==> config.mk <==
export PLATFORM = sky130hd
export DESIGN_NAME = parking_gate_counter
export DESIGN_NICKNAME = d
export VERILOG_FILES = /design/src/rtl/parking_gate_counter.sv
export SDC_FILE = /design/constraint.sdc
export NUM_CORES = 1
export LEC_CHECK = 0
export CAP_MARGIN = 15
export CORE_MARGIN = 5
export CORE_UTILIZATION = 36
export CTS_CLUSTER_SIZE = 12
export DETAILED_ROUTE_END_ITERATION = 7
export SYNTH_ARGS = -nofsm -noshare
export SYNTH_HDL_FRONTEND = slang
export SYNTH_SLANG_ARGS = --single-unit
==> constraint.sdc <==
create_clock -name clk -period 2.75 [get_ports clk]
set_clock_uncertainty 0.1 [all_clocks]
set_input_delay 0.275 -clock clk [delete_from_list [all_inputs] [get_ports clk]]
set_output_delay 0.275 -clock clk [all_outputs]
set_load 0.02 [all_outputs]
==> src/rtl/parking_gate_counter.sv <==
// rtl/parking_gate_counter.sv - two-beam parking gate occupancy counter
module parking_gate_counter #(
   parameter int CAPACITY   = 7,
   parameter int DEB_CYCLES = 4,
   parameter int TIMEOUT    = 1000,
   localparam int CNT_W     = $clog2(CAPACITY + 1)
) (
   input  logic             clk,
   input  logic             reset,
   input  logic             a,
   input  logic             b,
   output logic [CNT_W-1:0] count,
   output logic             full,
   output logic             empty,
   output logic             enter_p,
   output logic             exit_p,
   output logic             err_p
);

   localparam int DW = $clog2(DEB_CYCLES + 1);
   localparam int TW = $clog2(TIMEOUT + 1);
   localparam logic [DW-1:0]    DEB_LAST = DW'(DEB_CYCLES - 1);
   localparam logic [TW-1:0]    TO_LAST  = TW'(TIMEOUT - 1);
   localparam logic [CNT_W-1:0] CAP      = CNT_W'(CAPACITY);

   typedef enum logic [2:0] {
      IDLE, IN_A, IN_AB, IN_B, OUT_B, OUT_BA, OUT_A, WAIT_CLR
   } state_t;

   // index 1 is the outer sensor (a / A), index 0 the inner one (b / B)
   logic [1:0]    sync1, sync2;
   logic [1:0]    ab;
   logic [DW-1:0] deb_cnt [2];
   logic [TW-1:0] timer;
   state_t        state, state_nxt;
   logic          ev_enter, ev_exit, ev_err;
   logic          enter_nxt, exit_nxt, err_nxt;
   logic [CNT_W-1:0] count_nxt;
   logic          pending;

   // two-flop synchronisers; idle level is 1 (beam not blocked)
   always_ff @(posedge clk) begin
      if (!reset) begin
         sync1 <= 2'b11;
         sync2 <= 2'b11;
      end else begin
         sync1 <= {a, b};
         sync2 <= sync1;
      end
   end

   // debounce: a flag flips only after DEB_CYCLES consecutive disagreeing samples
   always_ff @(posedge clk) begin
      if (!reset) begin
         ab         <= 2'b00;
         deb_cnt[0] <= '0;
         deb_cnt[1] <= '0;
      end else begin
         for (int i = 0; i < 2; i++) begin
            if (~sync2[i] != ab[i]) begin
               if (deb_cnt[i] == DEB_LAST) begin
                  ab[i]      <= ~ab[i];
                  deb_cnt[i] <= '0;
               end else begin
                  deb_cnt[i] <= deb_cnt[i] + DW'(1);
               end
            end else begin
               deb_cnt[i] <= '0;
            end
         end
      end
   end

   assign pending = (state != IDLE) && (state != WAIT_CLR);

   // passage sequencer, pending timeout and saturating count update
   always_comb begin
      state_nxt = state;
      ev_enter  = 1'b0;
      ev_exit   = 1'b0;
      ev_err    = 1'b0;
      unique case (state)
         IDLE: case (ab)
            2'b10:   state_nxt = IN_A;
            2'b01:   state_nxt = OUT_B;
            2'b11:   begin state_nxt = WAIT_CLR; ev_err = 1'b1; end
            default: ;
         endcase
         IN_A: case (ab)
            2'b11:   state_nxt = IN_AB;
            2'b00:   state_nxt = IDLE;
            2'b01:   begin state_nxt = WAIT_CLR; ev_err = 1'b1; end
            default: ;
         endcase
         IN_AB: case (ab)
            2'b01:   state_nxt = IN_B;
            2'b10:   state_nxt = IN_A;
            2'b00:   begin state_nxt = IDLE; ev_err = 1'b1; end
            default: ;
         endcase
         IN_B: case (ab)
            2'b00:   begin state_nxt = IDLE; ev_enter = 1'b1; end
            2'b11:   state_nxt = IN_AB;
            2'b10:   begin state_nxt = WAIT_CLR; ev_err = 1'b1; end
            default: ;
         endcase
         OUT_B: case (ab)
            2'b11:   state_nxt = OUT_BA;
            2'b00:   state_nxt = IDLE;
            2'b10:   begin state_nxt = WAIT_CLR; ev_err = 1'b1; end
            default: ;
         endcase
         OUT_BA: case (ab)
            2'b10:   state_nxt = OUT_A;
            2'b01:   state_nxt = OUT_B;
            2'b00:   begin state_nxt = IDLE; ev_err = 1'b1; end
            default: ;
         endcase
         OUT_A: case (ab)
            2'b00:   begin state_nxt = IDLE; ev_exit = 1'b1; end
            2'b11:   state_nxt = OUT_BA;
            2'b01:   begin state_nxt = WAIT_CLR; ev_err = 1'b1; end
            default: ;
         endcase
         WAIT_CLR: if (ab == 2'b00) state_nxt = IDLE;
      endcase

      // a real sensor transition wins; timeout only fires when the state would hold
      if (pending && state_nxt == state && timer == TO_LAST) begin
         state_nxt = WAIT_CLR;
         ev_err    = 1'b1;
      end

      enter_nxt = ev_enter && (count != CAP);
      exit_nxt  = ev_exit && (count != '0);
      err_nxt   = ev_err || (ev_enter && count == CAP) || (ev_exit && count == '0);
      count_nxt = count;
      if (enter_nxt) count_nxt = count + CNT_W'(1);
      if (exit_nxt)  count_nxt = count - CNT_W'(1);
   end

   // state, timer, count, flags and pulses; reset abandons any passage
   always_ff @(posedge clk) begin
      if (!reset) begin
         state   <= IDLE;
         timer   <= '0;
         count   <= '0;
         full    <= 1'b0;
         empty   <= 1'b1;
         enter_p <= 1'b0;
         exit_p  <= 1'b0;
         err_p   <= 1'b0;
      end else begin
         state   <= state_nxt;
         if (state_nxt != state || !pending) timer <= '0;
         else                                timer <= timer + TW'(1);
         count   <= count_nxt;
         full    <= (count_nxt == CAP);
         empty   <= (count_nxt == '0);
         enter_p <= enter_nxt;
         exit_p  <= exit_nxt;
         err_p   <= err_nxt;
      end
   end

endmodule
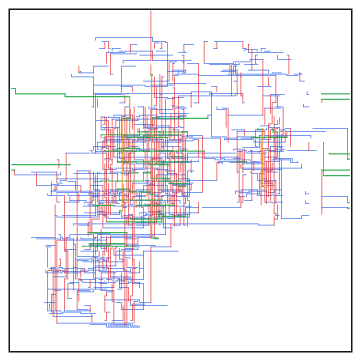
*Wiring by layer, run 1*
Scale: 4 px per um.
Key: metal 2 = red [wire length 1920 um]; metal 3 = green [wire length 338 um]; metal 4 = orange [wire length 97.2 um]; metal 1 = blue [wire length 2140 um]
WL final: 4498 um
GRT Total Usage: 12.44%
Wirelength per Cell: 13.97 um
Vias: 1762

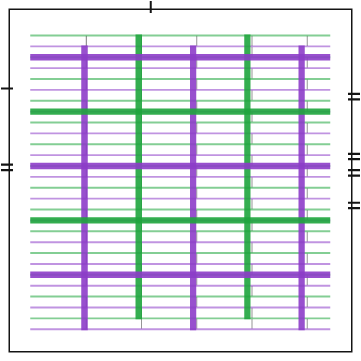
*PDN straps and rails, run 1*
Scale: 4 px per um. Pins as bars on the die edge. Tap cells in gray.
Key: VSS = purple; VDD = green
12 signal pins sit on the boundary. The core has 27 rows. 28 met1 rails follow the rows.
Die Y: 85.25 um
core area: 5507 um^2
Die W: 85.25 um

==> notes.md, run 1 <==
run results: CP startpoint ab[1]$_SDFFE_PN0P_, Yosys chip area 2038 um^2, maximum clock path buffer count 2, Worst-Margin Slew 0.5831 ns, Pwr Total 1.309 mW, largest net degree at the start of global routing 18, TritonCTS clock tree done, chip area 7267 um^2, vias in the first global route 1601, Final min period 2.529 ns, DRT antenna net count 0, Top-area cell share 26.52%, crit path max-delay cell type a2111o_2, total inserted antenna cells 0, Remaining DRCs 0, R2R setup slack 0.22 ns, period utilisation layout 91.96%, first-pass GRT wire length 7403 um, clk_lat worst skew 0.29 ns, post-synthesis cell count from yosys 227, final hold violations 0, share of layout cells above drive strength 1 12.00%, register area 721.9 um^2, WP data required 2.81 ns, global route overflow 0, hold_buf cts 0, clock slew at reported path FFs 0.07 ns, unrepaired setup endpoints after global routing no, # fillers 547, most frequent cells in the layout dfxtp_1, nor2_1, inv_1, Max-Cap Viols 0, Commonest Layout Cell dfxtp_1, Setup crit end timer[6]$_SDFF_PP0_, number of port buffers 11, Synth cell types 53, R2R Path End timer[6]$_SDFF_PP0_, worst min-delay path startpoint sync1[1]$_SDFF_PN1_, Pre-Place Util 37.01%, Post-synth EDFFs 6, ys flop type dfxtp_1, Worst Setup End Kind register, via/cell ratio 5.472, CTS root buf clkbuf_8, outcome complete, no violations, Routability Congestion 0.9339, CP cell instances inv_1 > ha_2 > o21bai_1 > o32ai_2 > nand4b_1 > a2111o_2 > a2111oi_0, ranking of synthesized cells by area dfxtp_1, ha_1, edfxtp_1, DR iter-0 viols 102, logic area 1240 um^2, Mean Syn Cell Area 8.979 um^2, # IOs 12, crit path DAT 2.59 ns, Synth flops 33, setup TNS 0 ns, Seq share, synth 35.36%, Fmax 0.3954 GHz, Layout Nets 269, critical path depth 7, Num CTS Buffers 5, setup violators final 0
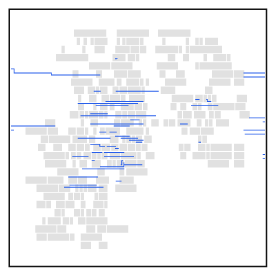
*Signal wires on met3, run 1*
Scale: 3 px per um.
39 nets have wire on it. The wires run mostly horizontal. The layer carries 338 um of wire. The layer holds 7.5% of the routed length. The longest straight run is 24.8 um.

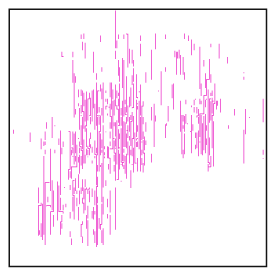
*Metal 2, run 1*
Scale: 3 px per um.
The longest straight run is 26.2 um. The layer carries 1920 um of wire. The layer holds 43% of the routed length. 219 nets have wire on it.
M2 GR Usage: 19.00%

## run 1: kinds of logic (layout without fill, tap and decap cells)
kind of cell    count (synthesis)  in the layout  synth area share, %
compound gates                 54             55                21.12
xor+xnor                       10             10                4.297
fa+ha+maj                      16             16                9.822
buf+inv                        27             44                6.200
flops                          33             33                35.36
mux                             3              3                1.535
other cells                     1              6               0.1840
simple gates                   83             83                21.49
## run 1: worst min path at each step
stage	endpoint	slack (ns)	cells past startpoint
4_1_cts	sync2[1]$_SDFF_PN1_	0.32	1
3_3_place_gp	sync2[1]$_SDFF_PN1_	0.29	1
6_report	sync2[1]$_SDFF_PN1_	0.31	1
5_1_grt	sync2[0]$_SDFF_PN1_	0.34	1
3_5_place_dp	sync2[0]$_SDFF_PN1_	0.30	1
2_1_floorplan	sync1[0]$_SDFF_PN1_	0.28	1
## run 1: state kept, by name, indices dropped and copies added (netlist names)
| register | cells |
|---|---|
| sync2 | 2 |
| exit_p | 1 |
| count | 3 |
| timer | 10 |
| empty | 1 |
| state | 3 |
| enter_p | 1 |
| sync1 | 2 |
| deb_cnt | 6 |
| full | 1 |
| err_p | 1 |
| ab | 2 |
## run 1: per-stage QoR
step	hold slack (ns)	worst slack (ns)	std cells	area, um^2	utilization, %
3_3_place_gp	0.2899	0.2216	313	2258	41.01
4_1_cts	0.3181	0.09446	321	2341	42.51
3_5_place_dp	0.2958	0.06682	313	2258	41.01
6_report	0.3135	0.2211	322	2372	43.08
5_1_grt	0.3364	0.01119	322	2372	43.08
2_1_floorplan	0.2765	0.4051	232	2057	-
## run 1: what timing repair did
item                                   4_1_cts  5_1_grt
resized                                      0        6
endpoints found under the hold margin        0        0
setup endpoints to repair                    0       11
## run 1: synth_stat cells, drive strengths merged (3+ instances only)
cell type,count
a2111oi,9
a211oi,4
a21oi,4
buf,8
clkbuf,3
dfxtp,27
edfxtp,6
ha,16
inv,16
nand2,13
nand2b,8
nand3,5
nand3b,3
nand4,3
nor2,21
nor3,13
o211ai,5
o21ai,10
o31ai,6
or3,5
xnor2,5
xor2,5
## run 1: final cells by class
cell class	instances	area share (%)
Sequential cell	33	30.43
Timing Repair Buffer	20	7.489
Clock inverter	2	0.4219
Tap cell	72	3.797
Multi-Input combinational cell	173	52.27
Inverter	16	2.532
Clock buffer	6	3.059
## run 1: power breakdown
group          switching, mW  internal, mW  total [mW]
logic                  0.217         0.163       0.380
clock network          0.183         0.175       0.358
registers             0.0467         0.524       0.570
## run 1: layer usage
layer	track usage [%]	share of wire, %	up-vias
li1	-	-	871
met5	0	0	-
met3	2.718	7.5	10
met1	17.15	48	801
met4	4.460	2.2	0
met2	19.00	43	80
--- run 2 (diff from run 1) ---
CELL_PAD_IN_SITES_DETAIL_PLACEMENT = 0   (was default)
CELL_PAD_IN_SITES_GLOBAL_PLACEMENT = 1   (was default)
PLACE_DENSITY_LB_ADDON = 0.1   (was default)
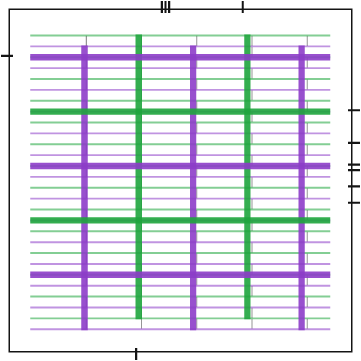
*PDN straps and rails, run 2*
Scale: 4 px per um. Pins as bars on the die edge. Tap cells in gray.
Key: VDD = green; VSS = purple
The core has 27 rows. 5 straps on met5. 5 straps on met4. 28 met1 rails follow the rows.

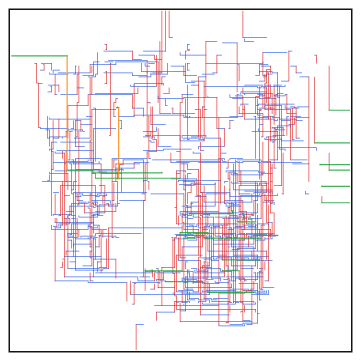
*Wiring by layer, run 2*
Scale: 4 px per um.
Key: metal 3 = green [wire length 198 um]; metal 1 = blue [wire length 2160 um]; metal 4 = orange [wire length 46.2 um]; metal 2 = red [wire length 2290 um]
GRT Total Usage: 13.06%
Wirelength per Cell: 14.60 um
Vias: 1718

==> run 2 against run 1 <==
Core utilization rose by 0.34 points. First-iteration DRC count rose by 30%. Routed wire length rose by 4.2%. Critical path depth fell by 2. Register-to-register slack barely moved. Total power rose by 7.9%. Critical endpoint is now timer[3]$_SDFF_PP0_. Flip-flop count did not move. Via count fell by 2.5%. Non-clock buffer count did not move. Hold slack got worse by 0.0068 ns. Count of clock-buffer cells in the layout rose by 1. Fmax barely moved.
==> notes.md, run 2 <==
run results: first-pass GRT wire length 7748 um, # IOs 12, Num CTS Buffers 5, Top reg by flops timer, Final min period 2.527 ns, depth of the worst hold-timing path 1, Synth cell types 53, clk_lat worst skew 0.28 ns, Power Internal 0.9755 mW, Worst Setup End Kind register, core area 5507 um^2, setup violators final 0, setup TNS 0 ns, maximum clock path buffer count 2, ys flop type dfxtp_1, Mean Syn Cell Area 8.979 um^2, period utilisation layout 91.89%, chip area 7267 um^2, Layout Nets 268, most frequent cells in the layout dfxtp_1, nor2_1, inv_1, vias in the first global route 1672, total inserted antenna cells 0, clock slew at reported path FFs 0.08 ns, Max-Cap Viols 0, synth cell count leaders dfxtp_1, nor2_1, ha_1, inv_1, nand2_1, Clock power frac 33.7%, R2R setup slack 0.22 ns, outcome complete, no violations, Reg power frac 40.7%, final hold violations 0, Yosys chip area 2038 um^2, CP cell instances nand2b_1 > o21ai_0 > o211ai_1 > a2111o_2 > a2111oi_0, DRT antenna net count 0, largest net degree at the start of global routing 18, crit path max-delay cell type dfxtp_1, ranking of synthesized cells by area dfxtp_1, ha_1, edfxtp_1, critical path depth 5, hold path endpoint sync2[1]$_SDFF_PN1_, Remaining DRCs 0, Worst-Margin Slew 0.6220 ns, share of layout cells above drive strength 1 11.65%, Synth flops 33, Fmax 0.3957 GHz, top flop regs timer x10, deb_cnt x6, max FFs per register 10, Worst Hold Slack 0.3068 ns, crit path DAT 2.59 ns, worst min-delay path startpoint sync1[1]$_SDFF_PN1_, Top-area cell share 26.52%, hold_buf cts 0, Routability Congestion 0.8195, combinational fraction of design power 25.5%, Synth top cell by count dfxtp_1, TritonCTS clock tree done, CTS root buf clkbuf_8, final core occ 43.42%
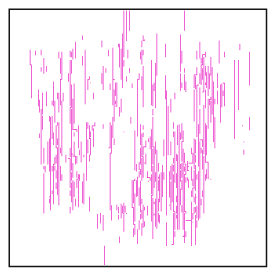
*Metal 2, run 2*
Scale: 3 px per um.
The longest straight run is 41.5 um. The wires run mostly vertical. The layer holds 49% of the routed length.
WL final: 4686 um
M2 GR Usage: 22.46%

==> run 2: power groups by stage <==
stage	registers, mW	clock network (mW)	logic (mW)
floorplan	0.563	0	0.268
global placement	0.585	0	0.357
detailed placement	0.584	0	0.346
CTS	0.573	0.493	0.349
global route	0.580	0.521	0.394
finish	0.575	0.476	0.361
==> run 2: layout make-up <==
cell class	instances	area, um^2
multi-input combinational	172	1225
timing repair buffer	20	177.7
sequential	33	721.9
inverter	16	60.06
clock buffer	7	86.33
tap	72	90.09
clock inverter	1	30.03
fill	534	3115
==> run 2: worst max-delay path by stage <==
stage | start | endpoint | slack [ns]
after floorplan | ab[1]$_SDFFE_PN0P_ | timer[1]$_SDFF_PP0_ | 0.41
after global placement | ab[1]$_SDFFE_PN0P_ | timer[7]$_SDFF_PP0_ | 0.13
after detailed placement | ab[1]$_SDFFE_PN0P_ | timer[5]$_SDFF_PP0_ | 0.07
after CTS | ab[1]$_SDFFE_PN0P_ | timer[5]$_SDFF_PP0_ | 0.09
after global routing | state[1]$_SDFF_PN0_ | timer[7]$_SDFF_PP0_ | 0.004
final | state[1]$_SDFF_PN0_ | timer[3]$_SDFF_PP0_ | 0.22
==> run 2: metrics by stage <==
step | std cells | setup WS, ns | power (mW) | area [um^2]
2_1_floorplan | 232 | 0.4051 | 0.8314 | 2057
3_3_place_gp | 313 | 0.1307 | 0.9414 | 2258
3_5_place_dp | 313 | 0.06691 | 0.9306 | 2258
4_1_cts | 321 | 0.09121 | 1.415 | 2375
5_1_grt | 321 | 0.004202 | 1.495 | 2391
6_report | 321 | 0.2230 | 1.412 | 2391
==> run 2: timing repair <==
action                                  CTS  global route
endpoints found under the setup margin    0            11
endpoints found under the hold margin     0             0
gates resized                             0             6
buffers inserted                          0             0
==> run 2: worst reg2reg max path: cells and delay by family (launching register included) <==
| kind | cells | cell delay (ns) |
|---|---|---|
| AND-OR/OR-AND | 4 | 1.35 |
| flip-flops | 1 | 0.72 |
| AND/OR/NAND/NOR | 1 | 0.24 |
==> run 2: logic make-up (layout without fill, tap and decap cells) <==
kind of cell | count (synthesis) | after routing | share of synthesized area (%)
AOI/OAI and AO/OA | 54 | 54 | 21.12
xor gates and xnor gates | 10 | 10 | 4.297
adders and majority gates | 16 | 16 | 9.822
buffers and inverters | 27 | 44 | 6.200
DFF | 33 | 33 | 35.36
muxes | 3 | 3 | 1.535
other | 1 | 6 | 0.1840
and+or+nand+nor | 83 | 83 | 21.49
==> run 2: routing by layer <==
layer  global-route usage, %  share of wire (%)  vias to the layer above
li1                        -                  -                      864
met2                   22.46                 49                       39
met1                   15.98                 46                      811
met3                   3.010                4.2                        4
met5                       0                  0                        -
met4                   4.317               0.98                        0
No activity file was given, so power comes from the tool's default toggle rates.
